[src/rtl/paddle_pkg.sv]
// Shared types and constants for the paddle position generator.
package paddle_pkg;

    // Digital ramp state of one channel.
    typedef enum logic [1:0] {
        IDLE = 2'd0,
        SLOW = 2'd1,
        FAST = 2'd2
    } dig_state_t;

    // Signed joystick Y is flipped to offset binary with this constant.
    localparam logic [7:0] ANALOG_OFFSET = 8'h80;

    // Widest position the helpers are sized for.
    localparam int MAX_POS_W = 16;

    // Mid-screen position 2^(pos_w-1), returned in the widest supported width.
    function automatic logic [MAX_POS_W-1:0] MID_POS(input int pos_w);
        logic [MAX_POS_W-1:0] mid;
        mid = '0;
        mid[pos_w-1] = 1'b1;
        return mid;
    endfunction

endpackage

[src/rtl/paddle_channel.sv]
// One paddle channel: analog IIR follower plus digital up/down ramp FSM.
module paddle_channel
    import paddle_pkg::*;
#(
    parameter int POS_W        = 8,
    parameter int ACCEL_TICKS  = 64,
    parameter int FAST_STEP    = 4,
    parameter int FILTER_SHIFT = 2
) (
    input  logic             clk_sys,
    input  logic             reset,
    input  logic             tick,
    input  logic [7:0]       y,
    input  logic             up,
    input  logic             down,
    input  logic             mode,
    input  logic             invert,
    output logic [POS_W-1:0] vpos,
    output logic             moving
);

    localparam int CNT_W = $clog2(ACCEL_TICKS + 1);
    localparam logic [MAX_POS_W-1:0] MID_FULL = MID_POS(POS_W);
    localparam logic [POS_W-1:0] MID = MID_FULL[POS_W-1:0];

    logic [POS_W-1:0] pos_reg, pos_next, pos_analog, pos_digital, target;
    logic [POS_W-1:0] vpos_reg;
    logic             moving_reg;
    dig_state_t       state_reg, state_next;
    logic [CNT_W-1:0] cnt_reg, cnt_next, cnt_inc;
    logic             dir_up_reg, dir_up_next;
    logic             step_en, step_fast, dir_valid;
    logic [7:0]       t8;
    logic signed [POS_W:0] diff, shifted, step_a;
    logic [POS_W:0]   step_d, sum_d;

    // Analog target: offset-binary Y, widened by replicating its top bits.
    assign t8 = y ^ ANALOG_OFFSET;
    generate
        if (POS_W > 8) begin : g_wide
            assign target = {t8, t8[7 -: POS_W-8]};
        end else begin : g_narrow
            assign target = t8;
        end
    endgenerate

    // Analog step: shifted error, never smaller than one count while off target.
    always_comb begin
        diff    = $signed({1'b0, target}) - $signed({1'b0, pos_reg});
        shifted = diff >>> FILTER_SHIFT;
        step_a  = shifted;
        if (diff != '0 && shifted == '0) begin
            step_a = diff[POS_W] ? {(POS_W+1){1'b1}} : (POS_W+1)'(1);
        end
        pos_analog = pos_reg + step_a[POS_W-1:0];
    end

    // Ramp FSM next state: exactly one button pressed gives a direction.
    always_comb begin
        state_next  = state_reg;
        cnt_next    = cnt_reg;
        dir_up_next = dir_up_reg;
        step_en     = 1'b0;
        step_fast   = 1'b0;
        dir_valid   = up ^ down;
        cnt_inc     = cnt_reg + CNT_W'(1);
        case (state_reg)
            IDLE: begin
                if (dir_valid) begin
                    step_en     = 1'b1;
                    state_next  = SLOW;
                    cnt_next    = CNT_W'(1);
                    dir_up_next = up;
                end
            end
            SLOW: begin
                if (!dir_valid) begin
                    state_next = IDLE;
                    cnt_next   = '0;
                end else if (up == dir_up_reg) begin
                    step_en  = 1'b1;
                    cnt_next = cnt_inc;
                    if (cnt_inc >= CNT_W'(ACCEL_TICKS)) begin
                        state_next = FAST;
                    end
                end else begin
                    step_en     = 1'b1;
                    cnt_next    = CNT_W'(1);
                    dir_up_next = up;
                end
            end
            FAST: begin
                if (!dir_valid) begin
                    state_next = IDLE;
                    cnt_next   = '0;
                end else if (up == dir_up_reg) begin
                    step_en   = 1'b1;
                    step_fast = 1'b1;
                end else begin
                    step_en     = 1'b1;
                    state_next  = SLOW;
                    cnt_next    = CNT_W'(1);
                    dir_up_next = up;
                end
            end
            default: begin
                state_next = IDLE;
                cnt_next   = '0;
            end
        endcase
    end

    // Digital step with saturation at both rails; up moves toward 0.
    always_comb begin
        step_d      = step_fast ? (POS_W+1)'(FAST_STEP) : (POS_W+1)'(1);
        sum_d       = {1'b0, pos_reg} + step_d;
        pos_digital = pos_reg;
        if (up) begin
            pos_digital = ({1'b0, pos_reg} < step_d) ? '0 : pos_reg - step_d[POS_W-1:0];
        end else begin
            pos_digital = sum_d[POS_W] ? '1 : sum_d[POS_W-1:0];
        end
        if (!mode) begin
            pos_next = pos_analog;
        end else if (step_en) begin
            pos_next = pos_digital;
        end else begin
            pos_next = pos_reg;
        end
    end

    // Position, output mapping and movement flag advance only on tick.
    always_ff @(posedge clk_sys) begin
        if (reset) begin
            pos_reg    <= MID;
            vpos_reg   <= invert ? ~MID : MID;
            moving_reg <= 1'b0;
        end else if (tick) begin
            pos_reg    <= pos_next;
            vpos_reg   <= invert ? ~pos_next : pos_next;
            moving_reg <= (pos_next != pos_reg);
        end
    end

    // Ramp state register; analog mode holds the ramp parked in IDLE.
    always_ff @(posedge clk_sys) begin
        if (reset) begin
            state_reg  <= IDLE;
            cnt_reg    <= '0;
            dir_up_reg <= 1'b0;
        end else if (!mode) begin
            state_reg <= IDLE;
            cnt_reg   <= '0;
        end else if (tick) begin
            state_reg  <= state_next;
            cnt_reg    <= cnt_next;
            dir_up_reg <= dir_up_next;
        end
    end

    assign vpos   = vpos_reg;
    assign moving = moving_reg;

endmodule

[src/rtl/paddle_ctrl.sv]
// N-player paddle position generator: shared update tick plus per-player channels.
module paddle_ctrl
    import paddle_pkg::*;
#(
    parameter int NUM_PLAYERS  = 2,
    parameter int POS_W        = 8,
    parameter int RATE_DIV     = 50000,
    parameter int ACCEL_TICKS  = 64,
    parameter int FAST_STEP    = 4,
    parameter int FILTER_SHIFT = 2
) (
    input  logic                         clk_sys,
    input  logic                         reset,
    input  logic [16*NUM_PLAYERS-1:0]    joystick_analog,
    input  logic [NUM_PLAYERS-1:0]       joy_up,
    input  logic [NUM_PLAYERS-1:0]       joy_down,
    input  logic [NUM_PLAYERS-1:0]       mode,
    input  logic [NUM_PLAYERS-1:0]       invert,
    output logic [POS_W*NUM_PLAYERS-1:0] paddle_vpos,
    output logic [NUM_PLAYERS-1:0]       moving
);

    localparam int PRE_W = $clog2(RATE_DIV);
    localparam logic [PRE_W-1:0] PRE_LAST = PRE_W'(RATE_DIV - 1);

    logic [PRE_W-1:0] pre_reg;
    logic             tick;

    // Prescaler: counts 0..RATE_DIV-1 and wraps.
    always_ff @(posedge clk_sys) begin
        if (reset) begin
            pre_reg <= '0;
        end else if (pre_reg == PRE_LAST) begin
            pre_reg <= '0;
        end else begin
            pre_reg <= pre_reg + PRE_W'(1);
        end
    end

    assign tick = !reset && (pre_reg == PRE_LAST);

    genvar gi;
    generate
        for (gi = 0; gi < NUM_PLAYERS; gi++) begin : g_ch
            // X axis is not used by a vertical paddle.
            logic [7:0] joy_x_unused;
            assign joy_x_unused = joystick_analog[16*gi +: 8];

            paddle_channel #(
                .POS_W       (POS_W),
                .ACCEL_TICKS (ACCEL_TICKS),
                .FAST_STEP   (FAST_STEP),
                .FILTER_SHIFT(FILTER_SHIFT)
            ) u_ch (
                .clk_sys(clk_sys),
                .reset  (reset),
                .tick   (tick),
                .y      (joystick_analog[16*gi+8 +: 8]),
                .up     (joy_up[gi]),
                .down   (joy_down[gi]),
                .mode   (mode[gi]),
                .invert (invert[gi]),
                .vpos   (paddle_vpos[POS_W*gi +: POS_W]),
                .moving (moving[gi])
            );
        end
    endgenerate

endmodule

[config.mk]
export PLATFORM = sky130hd
export DESIGN_NAME = paddle_ctrl
export DESIGN_NICKNAME = d
export VERILOG_FILES = /design/src/rtl/paddle_pkg.sv /design/src/rtl/paddle_channel.sv /design/src/rtl/paddle_ctrl.sv
export SDC_FILE = /design/constraint.sdc
export NUM_CORES = 1
export LEC_CHECK = 0
export ABC_CLOCK_PERIOD_IN_PS = 5700
export CAP_MARGIN = 25
export CORE_AREA = 2 2 119 121
export CTS_BUF_LIST = sky130_fd_sc_hd__clkbuf_8
export DETAILED_ROUTE_END_ITERATION = 10
export DIE_AREA = 0 0 121 123
export PLACE_DENSITY = 0.73
export SLEW_MARGIN = 10
export SYNTH_ARGS = -nofsm -noshare
export SYNTH_HDL_FRONTEND = slang
export SYNTH_HIERARCHICAL = 1
export SYNTH_SLANG_ARGS = --single-unit
[constraint.sdc]
create_clock -name clk_sys -period 5.7 [get_ports clk_sys]
set_input_delay 1.14 -clock clk_sys [delete_from_list [all_inputs] [get_ports clk_sys]]
set_output_delay 1.14 -clock clk_sys [all_outputs]
set_load 0.05 [all_outputs]
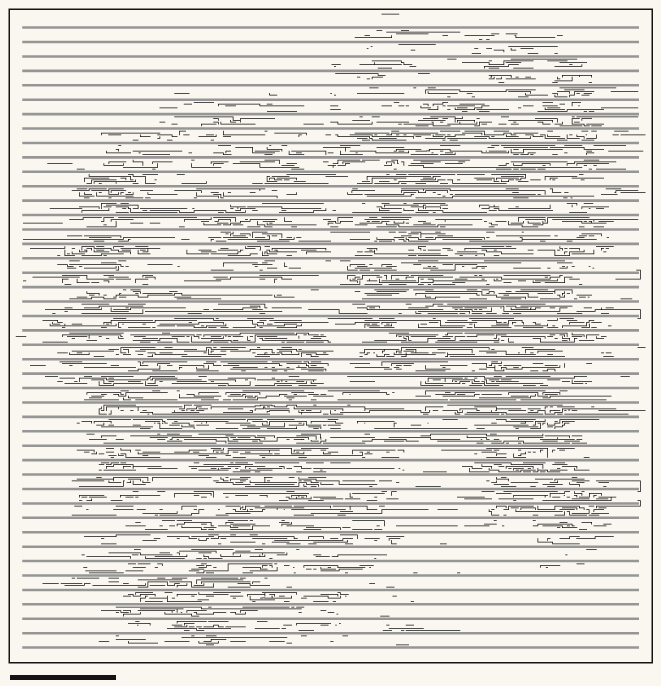
Figure 1: run 1, metal 1.
The bar under the picture is 20 um long. Supply wires on this layer in gray.
- wire length on this layer: 7840 um
- main direction: horizontal
- nets with wire on the layer: 910
- share of all routed wire: 46%
- longest straight run: 29.9 um
met1 Usage GRT: 0.297
via count: 6386
drt total wl: 16900 um

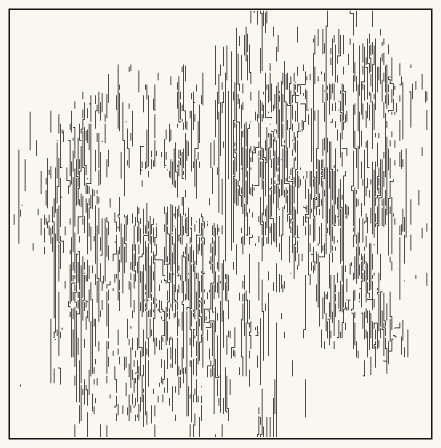
Figure 2: run 1, met2 routing.
- nets with wire on the layer: 791
- main direction: vertical
met2 Use GR: 0.379

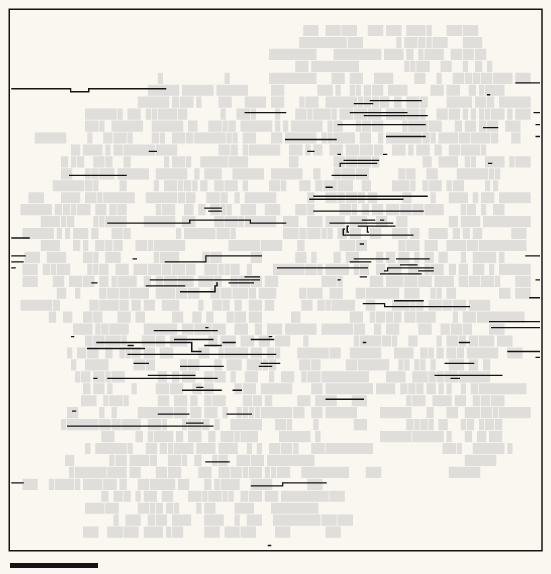
Figure 3: run 1, signal wires on met3.
The bar under the picture is 20 um long.
- nets with wire on the layer: 76
- wire length on this layer: 863 um
- share of all routed wire: 5.1%
M3 GR Usage: 0.0434

==> impl_metrics.env, run 1 <==
# source this file to load flow results
export IMPL_grt_max_degree=43
export IMPL_finalSetupViolations=0
export IMPL_cp_top_family="simple AND/OR/NAND/NOR gates"
export IMPL_critPathBufInv=5
export IMPL_largest_area_cell="dfxtp_1"
export IMPL_diodes=0
export IMPL_cts_tree="yes"
export IMPL_warnings=53
export IMPL_root_buffer="clkbuf_8"
export IMPL_postRouteAntennaNets=0
export IMPL_yosysUniqueCellTypes=77
export IMPL_edf_count=16
export IMPL_ys_area_um2=6700
export IMPL_synth_flops=70
export IMPL_power_net_switching_uw=397
export IMPL_fp_utilization=0.492
export IMPL_status="complete, no violations"
export IMPL_hpwl_um=12700
export IMPL_core_area_um2=13600
export IMPL_cts_buffer_depth=2
export IMPL_pre_cts_ws_ns=-0.209
export IMPL_cp_startpoint="joystick_analog[8]"
export IMPL_utilization=0.561
export IMPL_grt_pass1_vias=5752
export IMPL_synth_avg_cell_area_um2=7.98
export IMPL_slew_headroom=0.435
export IMPL_firstDrtPassIters=8
export IMPL_total_power_mw=1.25
export IMPL_maxSlewViolCount=0
export IMPL_cp_data_arrival_time_ns=5.74
export IMPL_nNetsFinal=984
export IMPL_min_period_ns=5.50
export IMPL_ys_cells=839
export IMPL_synthCells=839
export IMPL_drt_iter0_drc=523
export IMPL_htreeDepth=3
export IMPL_netlist_top_cells_area="dfxtp_1 16%, ha_1 9.9%, edfxtp_1 7.2%"
export IMPL_p_per_area_nw_per_um2=164
export IMPL_min_from="pre_reg[0]"
export IMPL_cp_data_required_time_ns=5.94
export IMPL_cp_slowest_cell="or4_1"
export IMPL_max_stage_delay_ns=0.48
export IMPL_die_area_um2=14900
export IMPL_p_int_uw=854
export IMPL_routedWlPerCell_um=15.8
export IMPL_port_buffers=43
export IMPL_syn_area_um2=6700
export IMPL_gp_congestion=0.931
[run 1: path summary, 6_finish.rpt]
check	slack, ns	end	depth (start not counted)
max reg2reg	0.75	g_ch[0].u_ch/moving	20
min	0.46	pre_reg[0]	1
min reg2reg	0.46	pre_reg[0]	1
max	0.20	g_ch[0].u_ch/moving	22
[run 1: Yosys cell counts, drive strengths merged (13+ instances only)]
cell and n:
nor3 26, xor2 33, o211ai 16, nor2 117
xnor2 35, nor2b 18, dfxtp 54, a21oi 50
ha 53, edfxtp 16, o21ai 32, clkbuf 26
nand2b 20, a211oi 22, nand3 22, nand2 37
inv 54, buf 13
[run 1: metal layers]
layer  vias up  GRT usage  part of all wire
met5         -          0                 0
met4         0     0.0770             0.018
met3        27     0.0434             0.051
met2       183      0.379              0.47
met1      2991      0.297              0.46
li1       3185          -                 -
[run 1: power by group through the flow]
| stage | combinational, mW | clock (mW) | sequential [mW] |
|---|---|---|---|
| final | 0.316 | 0.409 | 0.527 |
| after detailed placement | 0.307 | 0 | 0.539 |
| after CTS | 0.309 | 0.425 | 0.527 |
| after floorplan | 0.174 | 0 | 0.577 |
| after global routing | 0.341 | 0.445 | 0.529 |
| after global placement | 0.306 | 0 | 0.539 |
[run 1: cells by family after synthesis]
group | count (synthesis) | synth area share
AOI/OAI and AO/OA | 229 | 0.245
and+or+nand+nor | 312 | 0.246
xor gates and xnor gates | 70 | 0.0957
buffers and inverters | 93 | 0.0570
DFF | 70 | 0.233
muxes | 8 | 0.0123
adders and majority gates | 57 | 0.111
[run 1: repair_timing]
| item | in CTS | in global routing |
|---|---|---|
| setup buffers | 0 | 1 |
| endpoints found under the setup margin | 0 | 6 |
| resized | 0 | 6 |
[run 1: layout make-up]
type                       instances  area [um2]
tap                              180         225
sequential                        70        1560
clock inverter                     7        73.8
fill                            1265        5980
timing repair buffer              74         663
inverter                          54         203
multi-input combinational        676        4790
clock buffer                       9         124
[run 1: cell usage in the layout, fill, tap and decap left out, types with 4 or more instances in the layout]
| cell | count |
|---|---|
| a21oi_1 | 47 |
| o22ai_1 | 6 |
| o21ai_0 | 32 |
| inv_1 | 54 |
| a211oi_1 | 20 |
| clkdlybuf4s50_1 | 43 |
| o211ai_1 | 16 |
| clkbuf_8 | 9 |
| nand2_1 | 35 |
| xor2_1 | 33 |
| a311oi_1 | 4 |
| and3b_1 | 4 |
| nand3_1 | 22 |
| a22oi_1 | 4 |
| nor3_1 | 25 |
| a31oi_1 | 8 |
| xnor2_1 | 35 |
| o211a_1 | 8 |
| or4_1 | 8 |
| mux2i_1 | 6 |
| edfxtp_1 | 16 |
| a21o_1 | 4 |
| nand4_1 | 8 |
| and3_1 | 8 |
| o21ba_2 | 4 |
| nor2b_1 | 18 |
| nand2b_1 | 20 |
| o41ai_1 | 6 |
| o21bai_1 | 7 |
| nor4_1 | 8 |
| o31ai_1 | 6 |
| fa_1 | 4 |
| a21boi_0 | 7 |
| buf_4 | 31 |
| o2111ai_1 | 8 |
| o2111a_1 | 4 |
| dfxtp_1 | 54 |
| or3_1 | 8 |
| nor2_1 | 117 |
| ha_1 | 53 |
## Run 2: what changed since run 1
--- a/config.mk
+++ b/config.mk
@@ -11,6 +11,7 @@
 export CTS_BUF_LIST = sky130_fd_sc_hd__clkbuf_8
 export DETAILED_ROUTE_END_ITERATION = 10
 export DIE_AREA = 0 0 121 123
+export HOLD_SLACK_MARGIN = 0.06
 export PLACE_DENSITY = 0.73
 export SLEW_MARGIN = 10
 export SYNTH_ARGS = -nofsm -noshare
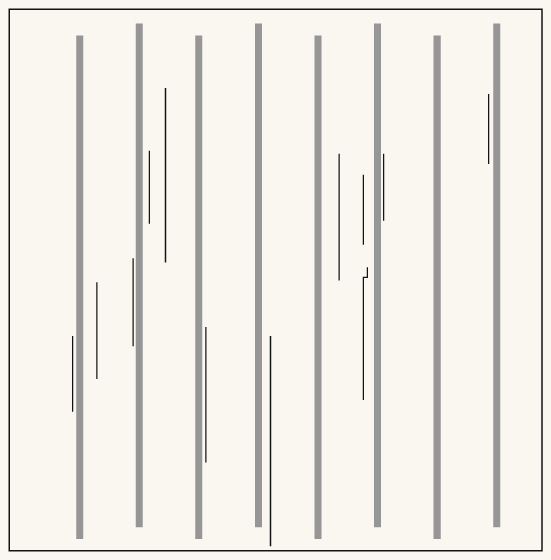
Figure 4: run 2, met4 routing.
Supply wires on this layer in gray.
- main direction: vertical
- share of all routed wire: 1.8%
- wire length on this layer: 298 um
- longest straight run: 47.6 um

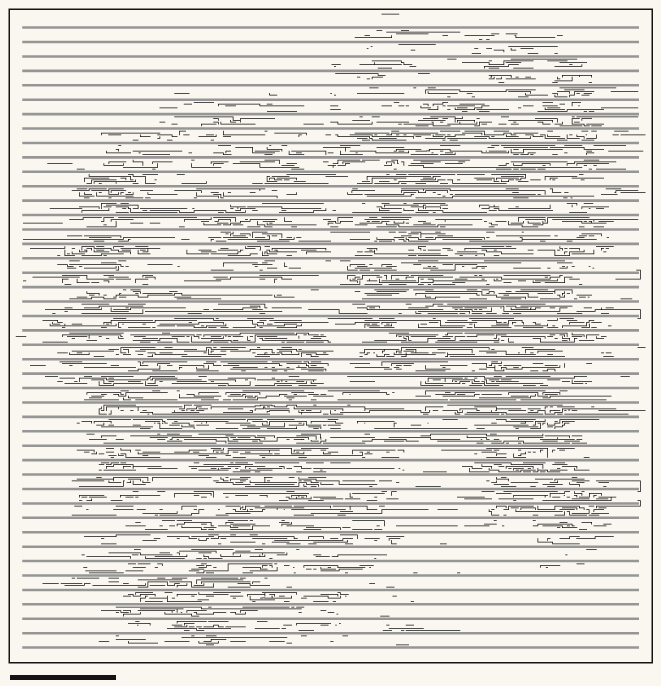
Figure 5: run 2, metal 1.
The bar under the picture is 20 um long. Supply wires on this layer in gray.
- main direction: horizontal
- longest straight run: 29.9 um
- wire length on this layer: 7840 um
- share of all routed wire: 46%

==> impl_metrics.env, run 2 <==
# source this file to load flow results
export IMPL_max_stage_delay_ns=0.48
export IMPL_ios=60
export IMPL_fp_utilization=0.492
export IMPL_vias=6386
export IMPL_cts_buffer_depth=2
export IMPL_synth_flops=70
export IMPL_diodes=0
export IMPL_grt_max_degree=43
export IMPL_lay_top_cells="117 x nor2_1, 54 x inv_1, 54 x dfxtp_1"
export IMPL_synth_avg_cell_area_um2=7.98
export IMPL_htreeDepth=3
export IMPL_total_power_mw=1.25
export IMPL_syn_area_um2=6700
export IMPL_cts_tree="yes"
export IMPL_tns_ns=0
export IMPL_finalWirelength_um=16900
export IMPL_netlist_top_cells_area="dfxtp_1 16%, ha_1 9.9%, edfxtp_1 7.2%"
export IMPL_nNetsFinal=984
export IMPL_maxSlewViolCount=0
export IMPL_warnings=53
export IMPL_drt_iter0_drc=523
export IMPL_synthCells=839
export IMPL_gp_congestion=0.931
export IMPL_cp_depth=22
export IMPL_r2r_end="g_ch[0].u_ch/moving"
export IMPL_critPathBufInv=5
export IMPL_ys_area_um2=6700
export IMPL_cp_data_required_time_ns=5.94
export IMPL_status="complete, no violations"
export IMPL_lay_top_count="nor2_1"
export IMPL_yosysMostFrequentCell="nor2_1"
export IMPL_pre_cts_ws_ns=-0.209
export IMPL_slew_headroom=0.435
export IMPL_cp_slowest_cell="or4_1"
export IMPL_finalSetupViolations=0
export IMPL_min_from="pre_reg[0]"
export IMPL_ys_cells=839
export IMPL_core_area_um2=13600
export IMPL_rr_worst_depth=20
export IMPL_cp_data_arrival_time_ns=5.74
export IMPL_firstDrtPassIters=8
export IMPL_cp_endpoint="g_ch[0].u_ch/moving"
export IMPL_min_period_ns=5.50
export IMPL_grt_pass1_vias=5752
export IMPL_hpwl_um=12700
-- run 2: cell counts after synthesis --
Identical to the previous run, type by type.
-- run 2: kinds of logic after synthesis --
logic type               after synthesis  synth area share
AND-OR/OR-AND                        229             0.245
flip-flops                            70             0.233
buffers and inverters                 93            0.0570
adder cells (fa/ha/maj)               57             0.111
AND/OR/NAND/NOR                      312             0.246
multiplexers                           8            0.0123
XOR/XNOR                              70            0.0957
-- run 2: layout make-up --
type / count / area, um2
clock buffer: 9 / 124
clock inverter: 7 / 73.8
fill: 1265 / 5980
inverter: 54 / 203
multi-input combinational: 676 / 4790
sequential: 70 / 1560
tap: 180 / 225
timing repair buffer: 74 / 663
-- run 2: worst register-to-register path: cells and delay by family (launching register included) --
kind,cells,cell delay [ns]
buf+inv,3,0.47
flops,1,0.52
xor+xnor,1,0.19
simple gates,5,0.97
fa+ha+maj,3,0.90
compound gates,8,1.78
-- run 2: layer usage --
metal	wire, um	track usage	vias up
met2	7900	0.379	183
met4	298	0.0770	0
met5	0	0	-
met1	7840	0.297	2991
li1	-	-	3185
met3	862	0.0434	27
-- run 2: how the worst min path moves through the flow --
stage | end | slack [ns] | depth (start not counted)
global route | pre_reg[0] | 0.48 | 1
floorplan | pre_reg[0] | 0.43 | 1
finish | pre_reg[0] | 0.46 | 1
CTS | pre_reg[0] | 0.47 | 1
detailed placement | pre_reg[0] | 0.45 | 1
global placement | pre_reg[0] | 0.45 | 1
-- run 2: what timing repair did --
item / CTS / global route
gates resized: 0 / 6
hold buffers: 0 / 0
endpoints found under the setup margin: 0 / 6
buffers inserted: 0 / 1
-- run 2: report_power, final --
| part | leakage, nW | internal, mW | switching [mW] | total [mW] |
|---|---|---|---|---|
| Combinational | 2.27 | 0.129 | 0.187 | 0.316 |
| Sequential | 0.592 | 0.523 | 0.00444 | 0.527 |
| Clock | 0.0957 | 0.203 | 0.206 | 0.409 |
-- run 2: metrics by stage --
stage,hold slack [ns],utilization
floorplan,0.429,-
global placement,0.445,0.544
detailed placement,0.451,0.544
CTS,0.469,0.558
global route,0.484,0.561
finish,0.462,0.561
## Run 3: what changed since run 2
--- a/config.mk
+++ b/config.mk
@@ -11,6 +11,7 @@
 export CTS_BUF_LIST = sky130_fd_sc_hd__clkbuf_8
 export DETAILED_ROUTE_END_ITERATION = 10
 export DIE_AREA = 0 0 121 123
+export GPL_TIMING_DRIVEN = 0
 export HOLD_SLACK_MARGIN = 0.06
 export PLACE_DENSITY = 0.73
 export SLEW_MARGIN = 10
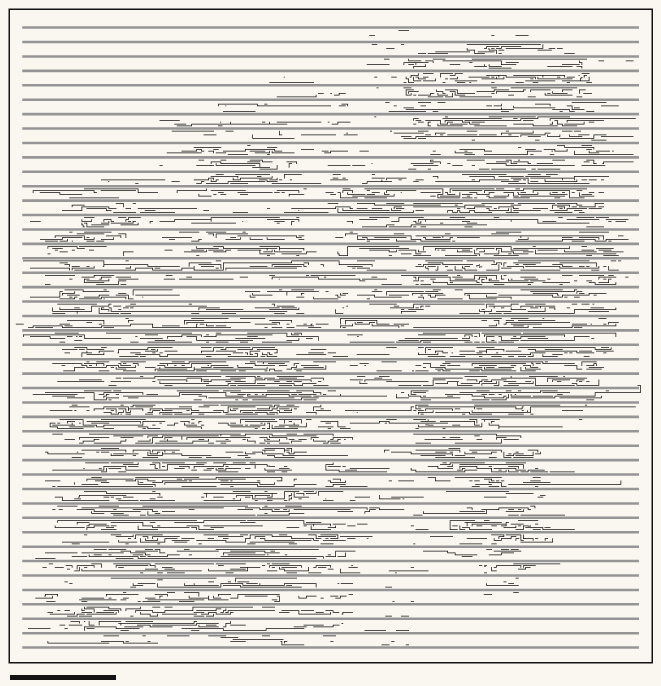
Figure 6: run 3, metal 1.
The bar under the picture is 20 um long. Supply wires on this layer in gray.
- wire length on this layer: 7900 um
- nets with wire on the layer: 904
- share of all routed wire: 45%
- main direction: horizontal
- longest straight run: 35.4 um
met1 Usage GRT: 0.321
via count: 6402
drt total wl: 17400 um

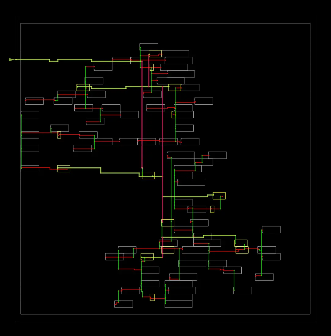
Figure 7: run 3, clock wiring as the flow saved it.
clk pwr: 353 uW
Skew-Pair Late Insertion Delay: 0.36 ns

==> impl_metrics.env, run 3 <==
# source this file to load flow results
export IMPL_status="complete, no violations"
export IMPL_synth_comb_largest_family="simple AND/OR/NAND/NOR gates"
export IMPL_total_power_mw=1.19
export IMPL_rr_worst_depth=19
export IMPL_cts_buffer_depth=2
export IMPL_largest_area_cell="dfxtp_1"
export IMPL_fp_utilization=0.492
export IMPL_grt_pass1_vias=5930
export IMPL_min_period_ns=5.59
export IMPL_cp_startpoint="joystick_analog[8]"
export IMPL_synthAoiAreaFrac=0.245
export IMPL_common_cells="117 x nor2_1, 54 x dfxtp_1, 54 x inv_1"
export IMPL_core_area_um2=13600
export IMPL_cp_data_arrival_time_ns=5.81
export IMPL_cp_depth=20
export IMPL_port_buffers=37
export IMPL_p_int_uw=816
export IMPL_hold_buffers=0
export IMPL_pre_cts_ws_ns=-0.432
export IMPL_gp_congestion=0.979
export IMPL_yosysMostFrequentCell="nor2_1"
export IMPL_switching_share=0.314
export IMPL_power_net_switching_uw=373
export IMPL_ys_area_um2=6700
export IMPL_firstDrtPassIters=5
export IMPL_cp_slowest_cell="o41ai_1"
export IMPL_root_buffer="clkbuf_8"
export IMPL_lay_top_count="nor2_1"
[run 3: cell counts after synthesis]
No cell type changed its count.
[run 3: final cells by class]
class	count	area [um2]
Buffer	39	179
Clock buffer	11	151
Clock inverter	5	20.0
Fill cell	1265	6010
Inverter	54	203
Multi-Input combinational cell	676	4860
Sequential cell	70	1560
Tap cell	180	225
Timing Repair Buffer	41	400
[run 3: cell families after synthesis]
| family | after synthesis |
|---|---|
| flops | 70 |
| mux | 8 |
| fa+ha+maj | 57 |
| compound gates | 229 |
| buf+inv | 93 |
| simple gates | 312 |
| xor+xnor | 70 |
[run 3: power by group through the flow]
stage	Clock (mW)	Combinational, mW	Sequential [mW]
2_1_floorplan	0	0.174	0.577
3_3_place_gp	0	0.292	0.540
3_5_place_dp	0	0.293	0.540
4_1_cts	0.367	0.295	0.529
5_1_grt	0.388	0.334	0.530
6_report	0.353	0.307	0.529
[run 3: worst min path at each step]
stage | depth (start not counted) | start | end | slack (ns)
global placement | 1 | pre_reg[0] | pre_reg[0] | 0.44
finish | 1 | pre_reg[0] | pre_reg[0] | 0.46
global route | 1 | pre_reg[0] | pre_reg[0] | 0.49
floorplan | 1 | pre_reg[0] | pre_reg[0] | 0.43
CTS | 1 | pre_reg[0] | pre_reg[0] | 0.47
detailed placement | 1 | pre_reg[0] | pre_reg[0] | 0.45
[run 3: metrics by stage]
step,utilization,cell area [um2]
3_3_place_gp,0.536,7290
4_1_cts,0.549,7470
2_1_floorplan,-,6700
5_1_grt,0.558,7600
6_report,0.558,7600
3_5_place_dp,0.536,7290
[run 3: layer usage]
metal | share of wire | GRT usage | up-vias
met2 | 0.46 | 0.402 | 210
li1 | - | - | 3198
met1 | 0.45 | 0.321 | 2958
met3 | 0.068 | 0.0544 | 36
met5 | 0 | 0 | -
met4 | 0.022 | 0.0683 | 0
[run 3: repair_timing]
action                                  4_1_cts  5_1_grt
pin swaps                                     0        9
gates cloned                                  0        0
buffers inserted                              0        4
gates resized                                 2       18
hold endpoints to repair                      0        0
endpoints found under the setup margin        2        6
Power figures rest on the tool's default switching activity, not on a simulated workload.
